## src/rtl/baccarat_sequencer.sv

```systemverilog
// rtl/baccarat_sequencer.sv - baccarat dealing/third-card control FSM (optional SEQ_STEP_EN step gating)
module baccarat_sequencer #(
    parameter int PDRAW_MAX   = 5,
    parameter int NATURAL_MIN = 8
) (
    input  logic       slow_clock,
    input  logic       reset,
`ifdef SEQ_STEP_EN
    input  logic       step,
`endif
    input  logic [3:0] pscore_in,
    input  logic [3:0] dscore_in,
    input  logic [3:0] pcard3_in,
    output logic       load_pcard1,
    output logic       load_pcard2,
    output logic       load_pcard3,
    output logic       load_dcard1,
    output logic       load_dcard2,
    output logic       load_dcard3,
    output logic       player_win_light,
    output logic       dealer_win_light
);

    // State encoding is fixed; the datapath side and debug tooling rely on it.
    localparam logic [3:0] S_P1   = 4'd0;
    localparam logic [3:0] S_D1   = 4'd1;
    localparam logic [3:0] S_P2   = 4'd2;
    localparam logic [3:0] S_D2   = 4'd3;
    localparam logic [3:0] S_EVAL = 4'd4;
    localparam logic [3:0] S_P3   = 4'd5;
    localparam logic [3:0] S_BCHK = 4'd6;
    localparam logic [3:0] S_D3   = 4'd7;
    localparam logic [3:0] S_DONE = 4'd8;

    localparam logic [3:0] DRAW_MAX = PDRAW_MAX[3:0];
    localparam logic [3:0] NAT_MIN  = NATURAL_MIN[3:0];

    logic [3:0] state_q;
    logic [3:0] state_d;
    logic       adv;
    logic       natural_hand;
    logic       player_draws;
    logic       dealer_stand_draws;
    logic       banker_draws;
    logic [3:0] pcard3_val;

    // Advance qualifier: without the step feature the FSM moves every edge.
`ifdef SEQ_STEP_EN
    assign adv = step;
`else
    assign adv = 1'b1;
`endif

    // Face cards (10, J, Q, K) count as zero toward the banker decision.
    assign pcard3_val = (pcard3_in >= 4'd10) ? 4'd0 : pcard3_in;

    // EVAL decisions on the four-card scores.
    assign natural_hand       = (pscore_in >= NAT_MIN) || (dscore_in >= NAT_MIN);
    assign player_draws       = (pscore_in <= DRAW_MAX);
    assign dealer_stand_draws = (dscore_in <= DRAW_MAX);

    // Banker third-card tableau, keyed on banker score and player third-card value.
    always_comb begin
        banker_draws = 1'b0;
        case (dscore_in)
            4'd0, 4'd1, 4'd2: banker_draws = 1'b1;
            4'd3:             banker_draws = (pcard3_val != 4'd8);
            4'd4:             banker_draws = (pcard3_val >= 4'd2) && (pcard3_val <= 4'd7);
            4'd5:             banker_draws = (pcard3_val >= 4'd4) && (pcard3_val <= 4'd7);
            4'd6:             banker_draws = (pcard3_val >= 4'd6) && (pcard3_val <= 4'd7);
            default:          banker_draws = 1'b0;
        endcase
    end

    // Next-state logic; illegal codes recover to P1 regardless of step.
    always_comb begin
        state_d = state_q;
        case (state_q)
            S_P1:   if (adv) state_d = S_D1;
            S_D1:   if (adv) state_d = S_P2;
            S_P2:   if (adv) state_d = S_D2;
            S_D2:   if (adv) state_d = S_EVAL;
            S_EVAL: begin
                if (adv) begin
                    if (natural_hand) begin
                        state_d = S_DONE;
                    end else if (player_draws) begin
                        state_d = S_P3;
                    end else if (dealer_stand_draws) begin
                        state_d = S_D3;
                    end else begin
                        state_d = S_DONE;
                    end
                end
            end
            S_P3:   if (adv) state_d = S_BCHK;
            S_BCHK: begin
                if (adv) begin
                    state_d = banker_draws ? S_D3 : S_DONE;
                end
            end
            S_D3:   if (adv) state_d = S_DONE;
            S_DONE: state_d = S_DONE;
            default: state_d = S_P1;
        endcase
    end

    // State register; reset abandons any partially dealt hand.
    always_ff @(posedge slow_clock or posedge reset) begin
        if (reset) begin
            state_q <= S_P1;
        end else begin
            state_q <= state_d;
        end
    end

    // Moore load strobes, gated so a held (stepped-off) state never reloads and reset blanks them.
    always_comb begin
        load_pcard1 = 1'b0;
        load_pcard2 = 1'b0;
        load_pcard3 = 1'b0;
        load_dcard1 = 1'b0;
        load_dcard2 = 1'b0;
        load_dcard3 = 1'b0;
        if (!reset && adv) begin
            case (state_q)
                S_P1:    load_pcard1 = 1'b1;
                S_D1:    load_dcard1 = 1'b1;
                S_P2:    load_pcard2 = 1'b1;
                S_D2:    load_dcard2 = 1'b1;
                S_P3:    load_pcard3 = 1'b1;
                S_D3:    load_dcard3 = 1'b1;
                default: ;
            endcase
        end
    end

    // Win lights follow the held scores once the hand is complete; both on means a tie.
    always_comb begin
        player_win_light = 1'b0;
        dealer_win_light = 1'b0;
        if (!reset && (state_q == S_DONE)) begin
            player_win_light = (pscore_in >= dscore_in);
            dealer_win_light = (dscore_in >= pscore_in);
        end
    end

endmodule

```

## config.mk

```make
export PLATFORM = sky130hd
export DESIGN_NAME = baccarat_sequencer
export DESIGN_NICKNAME = d
export VERILOG_FILES = /design/src/rtl/baccarat_sequencer.sv
export SDC_FILE = /design/constraint.sdc
export NUM_CORES = 1
export LEC_CHECK = 0
export CAP_MARGIN = 20
export CORE_AREA = 2 2 39 41
export CTS_CLUSTER_DIAMETER = 150
export DETAILED_ROUTE_END_ITERATION = 8
export DIE_AREA = 0 0 41 43
export PLACE_DENSITY = 0.81
export SYNTH_ARGS = -nofsm -noshare
export SYNTH_HDL_FRONTEND = slang
export SYNTH_SLANG_ARGS = --single-unit
```

## constraint.sdc

```tcl
create_clock -name slow_clock -period 2.05 [get_ports slow_clock]
set_input_delay 0.205 -clock slow_clock [delete_from_list [all_inputs] [get_ports slow_clock]]
set_output_delay 0.205 -clock slow_clock [all_outputs]
set_load 0.01 [all_outputs]
```

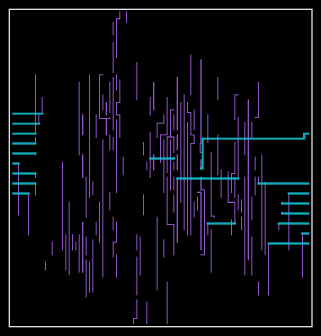
(images/metal_stack.png)
Two of the layers only.
[met3] cyan | wire length: 86.5 µm
[met2] purple | wire length: 665 µm

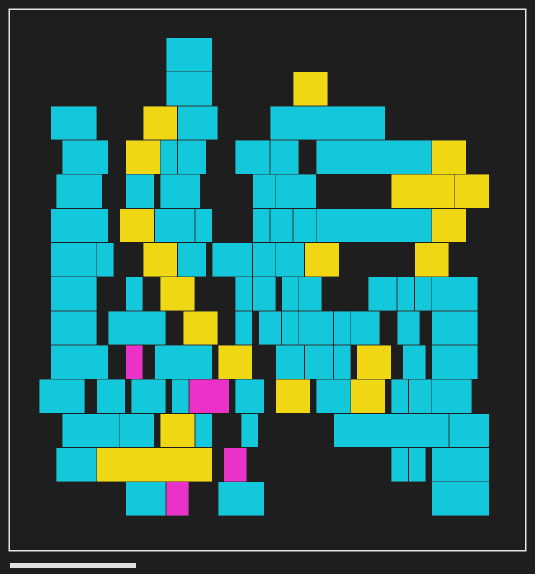
(images/drive_strength.png)
Bar = 10 µm.
[drive 3 to 4] yellow | cells: 19
[drive 2] magenta | cells: 4
[drive 1 or less] cyan | cells: 78

==> summary.rpt <==
==== FLOW RESULTS ====
----------------------------------------------------
[Run status]
  Run status ........................ complete, no violations

[Clock tree]
  Cell at the root of the clock tree ........................ clkbuf_4
  Deepest clock path buffer count ........................ 2
  Clock transition at the registers of the reported paths ........................ roughly 0.040 ns
  Worst-Skew Late Latency ........................ 0.24 ns
  Number of post-CTS setup repair buffers ........................ 0
  CTS tree ........................ yes

[Yosys]
  Summed standard-cell area reported by yosys ........................ about 480 µm²
  Synthesized instance count ........................ between 60 and 70
  Post-synth regs ........................ 4
  Synthesized cell area ........................ around 480 µm²
  Multiplexer share ........................ 0
  AND-OR/OR-AND Cells, Area Fraction ........................ 0.207
  Floorplan net count ........................ roughly 82
  Count of synthesis-stage warnings from yosys ........................ 0
  Dominant comb cell ........................ simple AND/OR/NAND/NOR gates
  Area fraction of the dominant cell type after synthesis ........................ 0.210

[Critical path]
  Startpoint Class ........................ flip-flop
  Critical path capture point ........................ player_win_light
  Crit path DRT ........................ around 1.9 ns
  Reg2Reg Setup Slack ........................ a little under 0.7 ns

[Final timing]
  Max Clock Skew ........................ 0.00674 ns
  Final count of hold timing violations ........................ 0
  Post-route setup TNS ........................ 0 ns
  Slew Limit Headroom ........................ 0.786

[Route]
  Via count of the routed design ........................ around 600
  Detailed-route DRC error count ........................ 0
  Average wire length per cell after detail routing ........................ approximately 11 µm
  Total wire length after detailed routing ........................ 1300 µm
  Post-DR vias/cell ........................ approximately 5.1

[Power and ir drop]
  PD cells ........................ roughly 790 mW/mm²

[Cells and area]
  Fraction of final layout cells with drive strength greater than 1 ........................ 0.228
  Biggest register ........................ state_q
  Nets ........................ 121
  Largest register FFs ........................ 4
  Final non-filler cell area ........................ roughly 830 µm²
  Largest registers ........................ state_q x4

[Run]
  OpenROAD warning count ........................ 27

[GRT]
  Number of global-route vias before repair ........................ around 530
  Maximum number of pins on one net before global-route repair ........................ 9
  Initial antenna violation count ........................ 0

[Placement]
  Pre-CTS setup slack ........................ -0.373 ns

[Worst hold path]
  Kind of path behind the tightest hold check ........................ input pin to async pin

[Floorplanning]
  Number of primary I/O pins ........................ 22
  Core Rows ........................ 14

----------------------------------------------------
worst max-delay path, cell delays in order, from the launching register on:
cell and delay [ns]:
dfrtp_1 0.37, or4b_4 0.55, or3_1 0.33, o21ai_2 0.11, buf_2 0.14
layout make-up:
class,instances,area (µm²),area share
sequential,4,100,0.120
multi-input combinational,53,355,0.426
tap,16,20.0,0.0240
timing repair buffer,35,313,0.375
inverter,6,22.5,0.0270
clock buffer,3,22.5,0.0270
routing by layer:
metal,track usage,part of all wire
met4,0.0600,0
met3,0.0314,0.066
met2,0.278,0.51
met5,0,0
met1,0.204,0.42
kinds of logic after synthesis:
logic type / after synthesis
AND/OR/NAND/NOR: 35
adder cells (fa/ha/maj): 4
AND-OR/OR-AND: 14
buffers and inverters: 7
flip-flops: 4
cell usage after synthesis:
cell,instances
a31oi_1,2
dfrtp_1,4
buf_6,1
inv_1,6
nand3b_1,1
o21ai_0,1
nand2b_1,3
nor2_1,9
or3_1,2
or3b_1,1
and4_1,2
o31a_1,1
or4b_4,1
o21a_1,2
or2b_1,1
nand3_1,3
nand2_1,5
o311ai_1,1
ha_1,4
nand4_1,1
nor3_1,3
a311oi_1,1
o21ai_1,1
a41oi_1,1
o211ai_1,1
a21oi_1,2
nor2b_1,3
o21ai_2,1
stage by stage:
stage | hold WS, ns | power (mW)
after floorplan | -0.0289 | 0.382
after global placement | 0.527 | 0.556
after detailed placement | 0.533 | 0.566
after CTS | 0.379 | 0.658
after global routing | 0.408 | 0.710
final | 0.397 | 0.655
where the power goes:
group	total (mW)	internal (mW)	switching (mW)	leakage, nW
clock network	0.0981	0.0655	0.0326	0.0138
logic	0.424	0.210	0.214	0.367
registers	0.133	0.116	0.0171	0.0509
what timing repair did:
item	CTS	global route
gates cloned	0	0
pin swaps	0	2
gates resized	10	6
endpoints found under the setup margin	4	3
Power is estimated from default activity; no workload was simulated.
